### config.mk
export PLATFORM = sky130hd
export DESIGN_NAME = game_cpu_flat
export DESIGN_NICKNAME = d
export VERILOG_FILES = /design/src/rtl/game_cpu_pkg.sv /design/src/rtl/game_cpu_if.sv /design/src/rtl/game_cpu_lfsr16.sv /design/src/rtl/game_cpu.sv /design/src/flat_wrapper.sv
export SDC_FILE = /design/constraint.sdc
export NUM_CORES = 1
export LEC_CHECK = 0
export ABC_AREA = 1
export CORE_MARGIN = 1.5
export CORE_UTILIZATION = 40
export CTS_CLUSTER_SIZE = 28
export DETAILED_ROUTE_END_ITERATION = 10
export GPL_TIMING_DRIVEN = 0
export PLACE_DENSITY = 0.65
export SLEW_MARGIN = 40
export SYNTH_ARGS = -nofsm -noshare
export SYNTH_HDL_FRONTEND = slang
export SYNTH_SLANG_ARGS = --single-unit
### constraint.sdc
create_clock -name clk -period 11.3 [get_ports clk]
set_clock_uncertainty 0.05 [all_clocks]
set_input_delay 1.13 -clock clk [delete_from_list [all_inputs] [get_ports clk]]
set_output_delay 1.13 -clock clk [all_outputs]
set_load 0.005 [all_outputs]
### src/rtl/game_cpu_pkg.sv
// Shared types and constants for the Flappy Bird game-logic engine:
// GPU draw command layout, palette, physics constants and FSM states.
package game_cpu_pkg;

    typedef struct packed {
        logic [10:0] x;
        logic [10:0] y;
        logic [10:0] width;
        logic [10:0] height;
        logic [11:0] color;
    } gpu_op_t;

    typedef logic signed [11:0] pos_t;

    typedef enum logic [1:0] {
        ST_UPDATE,
        ST_DRAW,
        ST_WAIT_SWAP
    } state_e;

    localparam logic [11:0] COL_SKY       = 12'h6CF;
    localparam logic [11:0] COL_PIPE      = 12'h0A0;
    localparam logic [11:0] COL_BIRD      = 12'hFF0;
    localparam logic [11:0] COL_BIRD_DEAD = 12'hF00;

    localparam pos_t ZERO       = 12'sd0;
    localparam pos_t BIRD_X     = 12'sd100;
    localparam pos_t BIRD_SIZE  = 12'sd16;
    localparam pos_t PIPE_W     = 12'sd40;
    localparam pos_t GAP        = 12'sd120;
    localparam pos_t GAP_MIN    = 12'sd40;
    localparam pos_t PIPE_SPEED = 12'sd2;
    localparam pos_t GRAVITY    = 12'sd1;
    localparam pos_t FLAP_V     = -12'sd8;
    localparam pos_t VMAX       = 12'sd8;

    localparam logic [15:0] LFSR_SEED = 16'hACE1;

endpackage

### src/rtl/game_cpu_if.sv
// Write port into the GPU command FIFO: command word, write strobe, full flag.
interface game_cpu_if;
    import game_cpu_pkg::*;

    gpu_op_t op;
    logic    op_wr_en;
    logic    op_full;

    modport master (output op, output op_wr_en, input op_full);
    modport slave  (input op, input op_wr_en, output op_full);
endinterface

### src/rtl/game_cpu_lfsr16.sv
// 16-bit Fibonacci LFSR (x^16+x^14+x^13+x^11+1), stepped on enable.
module game_cpu_lfsr16
    import game_cpu_pkg::*;
#(
    parameter logic [15:0] SEED = LFSR_SEED
) (
    input  logic       clk,
    input  logic       rst,
    input  logic       en_i,
    output logic [7:0] rnd_o
);
    logic [15:0] lfsr_q;

    always_ff @(posedge clk or posedge rst) begin
        if (rst)
            lfsr_q <= SEED;
        else if (en_i)
            lfsr_q <= {lfsr_q[0] ^ lfsr_q[2] ^ lfsr_q[3] ^ lfsr_q[5], lfsr_q[15:1]};
    end

    assign rnd_o = lfsr_q[7:0];
endmodule

### src/rtl/game_cpu.sv
// Per-frame game engine: one UPDATE cycle of physics, six clipped rectangle
// draw commands into the GPU FIFO, then idle until the display swaps buffers.
module game_cpu
    import game_cpu_pkg::*;
#(
    parameter int HOR_ACTIVE_PIXELS = 640,
    parameter int VER_ACTIVE_PIXELS = 480
) (
    input  logic       clk,
    input  logic       rst,
    input  logic       ce,
    input  logic       btn,
    input  logic       swap,
    game_cpu_if.master gpu,
    output logic       status_lose,
    output logic       status_wait_gpu,
    output logic       status_wait_swap
);
    localparam pos_t HOR      = pos_t'(HOR_ACTIVE_PIXELS);
    localparam pos_t VER      = pos_t'(VER_ACTIVE_PIXELS);
    localparam pos_t BIRD_Y0  = pos_t'(VER_ACTIVE_PIXELS / 2 - 8);
    localparam pos_t PIPE1_X0 = pos_t'(HOR_ACTIVE_PIXELS + (HOR_ACTIVE_PIXELS + 40) / 2);
    localparam pos_t GAP_TOP0 = pos_t'((VER_ACTIVE_PIXELS - 120) / 2);

    state_e     state_q;
    logic [2:0] idx_q;
    pos_t       bird_y_q, vel_q;
    pos_t       pipe_x_q [2];
    pos_t       gap_q    [2];
    logic       lose_q, flap_q, btn_q;

    pos_t       vel_inc, vel_d, bird_y_d;
    pos_t       pipe_x_d [2];
    pos_t       gap_d    [2];
    logic       lose_d;
    gpu_op_t    op_d;
    logic [7:0] rnd;
    logic       btn_rise, draw_wr;

    game_cpu_lfsr16 #(.SEED(LFSR_SEED)) u_lfsr (
        .clk   (clk),
        .rst   (rst),
        .en_i  (ce && state_q == ST_UPDATE),
        .rnd_o (rnd)
    );

    // Clip a rectangle horizontally to [0, HOR); zero-width results are kept.
    function automatic gpu_op_t clip_op(pos_t x, pos_t w, logic [10:0] y,
                                        logic [10:0] h, logic [11:0] c);
        pos_t cx, cw;
        cx = x;
        cw = w;
        if (cx < ZERO) begin
            cw = cw + cx;
            cx = ZERO;
        end
        if (cx >= HOR) begin
            cx = HOR;
            cw = ZERO;
        end
        if (cx + cw > HOR)
            cw = HOR - cx;
        return '{x: cx[10:0], y: y, width: cw[10:0], height: h, color: c};
    endfunction

    always_comb begin
        vel_inc  = vel_q + GRAVITY;
        vel_d    = flap_q ? FLAP_V : ((vel_inc > VMAX) ? VMAX : vel_inc);
        bird_y_d = bird_y_q + vel_d;
        lose_d   = (bird_y_d < ZERO) || (bird_y_d + BIRD_SIZE > VER);
        for (int p = 0; p < 2; p++) begin
            pipe_x_d[p] = pipe_x_q[p] - PIPE_SPEED;
            gap_d[p]    = gap_q[p];
            if (pipe_x_d[p] + PIPE_W <= ZERO) begin
                pipe_x_d[p] = HOR;
                gap_d[p]    = GAP_MIN + pos_t'({4'd0, rnd});
            end
            if (pipe_x_d[p] < BIRD_X + BIRD_SIZE && pipe_x_d[p] + PIPE_W > BIRD_X &&
                (bird_y_d < gap_d[p] || bird_y_d + BIRD_SIZE > gap_d[p] + GAP))
                lose_d = 1'b1;
        end
    end

    always_comb begin
        case (idx_q)
            3'd0: op_d = clip_op(ZERO, HOR, 11'd0, 11'(VER), COL_SKY);
            3'd1: op_d = clip_op(pipe_x_q[0], PIPE_W, 11'd0, 11'(gap_q[0]), COL_PIPE);
            3'd2: op_d = clip_op(pipe_x_q[0], PIPE_W, 11'(gap_q[0] + GAP),
                                 11'(VER - gap_q[0] - GAP), COL_PIPE);
            3'd3: op_d = clip_op(pipe_x_q[1], PIPE_W, 11'd0, 11'(gap_q[1]), COL_PIPE);
            3'd4: op_d = clip_op(pipe_x_q[1], PIPE_W, 11'(gap_q[1] + GAP),
                                 11'(VER - gap_q[1] - GAP), COL_PIPE);
            default: op_d = clip_op(BIRD_X, BIRD_SIZE, 11'(bird_y_q), 11'(BIRD_SIZE),
                                    lose_q ? COL_BIRD_DEAD : COL_BIRD);
        endcase
    end

    assign btn_rise         = btn && !btn_q;
    assign draw_wr          = !rst && ce && state_q == ST_DRAW && !gpu.op_full;
    assign gpu.op           = op_d;
    assign gpu.op_wr_en     = draw_wr;
    assign status_wait_gpu  = !rst && state_q == ST_DRAW && gpu.op_full;
    assign status_wait_swap = state_q == ST_WAIT_SWAP;
    assign status_lose      = lose_q;

    always_ff @(posedge clk or posedge rst) begin
        if (rst) begin
            state_q     <= ST_DRAW;
            idx_q       <= 3'd0;
            btn_q       <= 1'b0;
            flap_q      <= 1'b0;
            lose_q      <= 1'b0;
            bird_y_q    <= BIRD_Y0;
            vel_q       <= ZERO;
            pipe_x_q[0] <= HOR;
            pipe_x_q[1] <= PIPE1_X0;
            gap_q[0]    <= GAP_TOP0;
            gap_q[1]    <= GAP_TOP0;
        end else if (ce) begin
            btn_q <= btn;
            if (btn_rise)
                flap_q <= 1'b1;
            case (state_q)
                ST_UPDATE: begin
                    // an edge arriving in this very cycle stays pending for next frame
                    flap_q <= btn_rise;
                    if (!lose_q) begin
                        vel_q       <= vel_d;
                        bird_y_q    <= bird_y_d;
                        pipe_x_q[0] <= pipe_x_d[0];
                        pipe_x_q[1] <= pipe_x_d[1];
                        gap_q[0]    <= gap_d[0];
                        gap_q[1]    <= gap_d[1];
                        lose_q      <= lose_d;
                    end else if (flap_q) begin
                        lose_q      <= 1'b0;
                        bird_y_q    <= BIRD_Y0;
                        vel_q       <= ZERO;
                        pipe_x_q[0] <= HOR;
                        pipe_x_q[1] <= PIPE1_X0;
                        gap_q[0]    <= GAP_TOP0;
                        gap_q[1]    <= GAP_TOP0;
                    end
                    state_q <= ST_DRAW;
                end
                ST_DRAW: begin
                    if (draw_wr) begin
                        if (idx_q == 3'd5) begin
                            idx_q   <= 3'd0;
                            state_q <= ST_WAIT_SWAP;
                        end else begin
                            idx_q <= idx_q + 3'd1;
                        end
                    end
                end
                ST_WAIT_SWAP: if (swap) state_q <= ST_UPDATE;
                default: state_q <= ST_DRAW;
            endcase
        end
    end
endmodule

### src/flat_wrapper.sv
// flat-port wrapper written by rule: the top's interface ports become plain ports
module game_cpu_flat import game_cpu_pkg::*;
#(
    parameter int HOR_ACTIVE_PIXELS = 640,
    parameter int VER_ACTIVE_PIXELS = 480
)
  (clk, rst, ce, btn, swap, status_lose, status_wait_gpu, status_wait_swap, gpu_op, gpu_op_wr_en, gpu_op_full);
  game_cpu_if gpu_i ();
  input  logic clk;
  input  logic rst;
  input  logic ce;
  input  logic btn;
  input  logic swap;
  output logic status_lose;
  output logic status_wait_gpu;
  output logic status_wait_swap;
  output wire logic [$bits(gpu_i.op)-1:0] gpu_op;
  output wire logic [$bits(gpu_i.op_wr_en)-1:0] gpu_op_wr_en;
  input wire logic [$bits(gpu_i.op_full)-1:0] gpu_op_full;
  assign gpu_op = gpu_i.op;
  assign gpu_op_wr_en = gpu_i.op_wr_en;
  assign gpu_i.op_full = gpu_op_full;
  game_cpu #(.HOR_ACTIVE_PIXELS(HOR_ACTIVE_PIXELS), .VER_ACTIVE_PIXELS(VER_ACTIVE_PIXELS)) u_core (.clk(clk), .rst(rst), .ce(ce), .btn(btn), .swap(swap), .gpu(gpu_i), .status_lose(status_lose), .status_wait_gpu(status_wait_gpu), .status_wait_swap(status_wait_swap));
endmodule
==> results.tsv <==
metric	value	unit
gr-usage-met1	33.5	%
slew_headroom	45.6	%
ys.flop_type	dfrtp_1	
dr_wl_met3	2.15	mm
wl_met1	16.1	mm
finalSetupViolCount	0	
nets	1823	
diodes	0	
top_cell_area_share	15.5	%
hold_start	u_core.u_lfsr.lfsr_q[13]	
drt_iter0_markers	1166	
status	completed	
placementRows	60	
crit_start	u_core.pipe_x_q[21]	
async_flop_share	100	%
cp-end-kind	primary output	
initCoreUtil	40.5	%
totalWireLength	34.9	mm
core-area	26700	um^2
[logic make-up (layout without fill, tap and decap cells)]
logic type,Yosys count,after routing,synth area share [%]
other,1,3,0.0346
xor gates and xnor gates,83,83,6.92
buffers and inverters,302,383,11.0
and+or+nand+nor,724,724,29.2
adders and majority gates,101,101,11.9
DFF,96,96,22.5
AOI/OAI and AO/OA,331,331,18.5
[sequential cells by signal, indices dropped and copies added, names as in the netlist, 2 cells and up]
name,count
u_core.idx_q,3
u_core.vel_q,12
u_core.u_lfsr.lfsr_q,16
u_core.bird_y_q,12
u_core.pipe_x_q,24
u_core.state_q,2
u_core.gap_q,24
[final cells by class]
| class | instances | area, um^2 |
|---|---|---|
| Timing Repair Buffer | 65 | 668 |
| Sequential cell | 96 | 2440 |
| Buffer | 43 | 215 |
| Tap cell | 341 | 427 |
| Clock buffer | 12 | 256 |
| Clock inverter | 4 | 52.6 |
| Inverter | 259 | 980 |
| Multi-Input combinational cell | 1242 | 7220 |
| Fill cell | 2779 | 14500 |
[cell usage in the layout (no fill, tap or decap), types with 58 or more instances in the layout]
master	instances
nand2_1	387
inv_1	244
nor2_1	147
o21ai_0	98
ha_1	98
a21oi_1	95
nand3_1	71
dfrtp_1	67
clkdlybuf4s50_1	64
xor2_1	58
[through the flow]
stage               cell area [um^2]  hold WS [ns]
finish                         12300         0.420
global route                   12300         0.437
CTS                            12300         0.421
detailed placement             11900         0.409
global placement               11900         0.403
floorplan                      10800         0.392
Fig. 1: placement density heat map
The die is cut into 17 by 17 equal tiles; black is low, pale yellow is high, 0 to 100% covered.
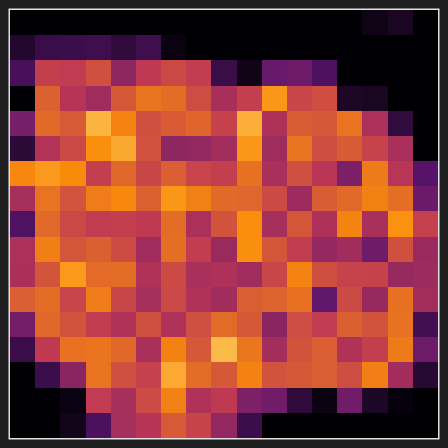
nearly empty tiles = 17%
mean over tiles = 42%
fullest tile = 85%
emptiest ninth of the die = upper right

Fig. 2: routed metal, one colour a layer
Bar = 50 um. Two of the layers only.
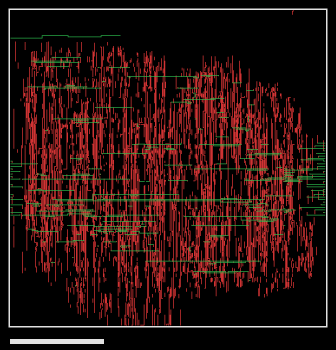
green -> M3  # wire length 2150 um
red -> M2  # wire length 15600 um

Fig. 3: congestion heat map
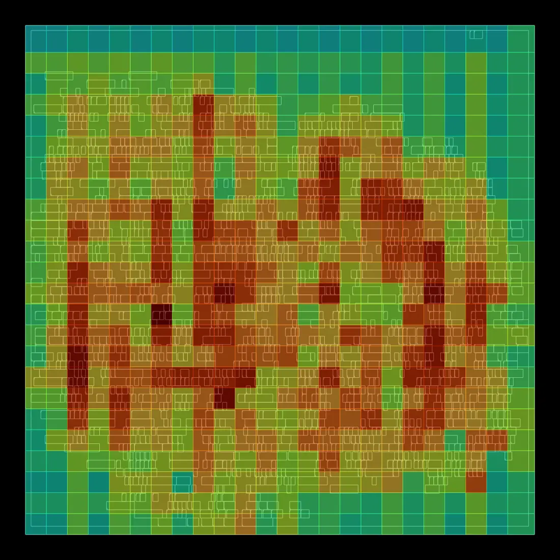
DR WL/cell: 16.9 um
Top Usage Layer GRT: met2
Final Util: 45.9%
Tot GR Track Use: 24.7%

Fig. 4: cells coloured by class
Bar = 50 um. Fill, decap, tap and diode cells in grey.
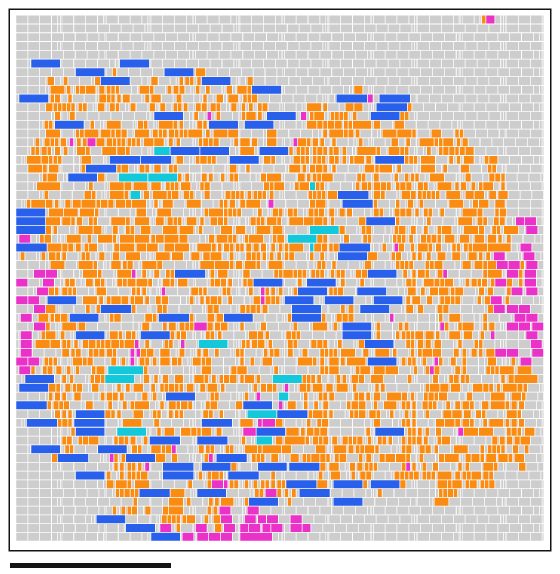
blue -> registers  # cells 96, share of their area 21%
orange -> remaining logic cells  # cells 1501, share of their area 69%
cyan -> clock drivers and dummy loads  # cells 16, share of their area 2.6%
magenta -> remaining buffers and delay cells  # cells 108, share of their area 7.5%

Fig. 5: where the registers sit
Bar = 50 um. Other sequential cells in the stronger grey, the rest of the logic in the fainter grey.
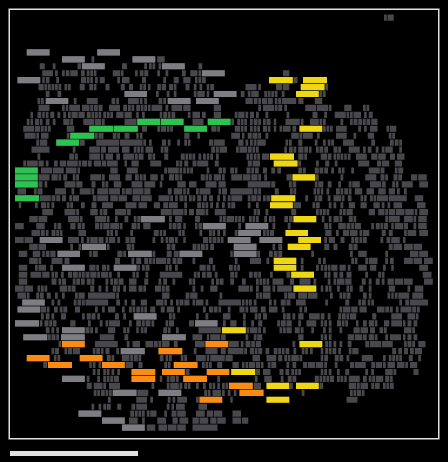
orange -> `u_core.u_lfsr.lfsr_q`  # placed flops 16
yellow -> `u_core.pipe_x_q`  # placed flops 24
green -> `u_core.bird_y_q`  # placed flops 12

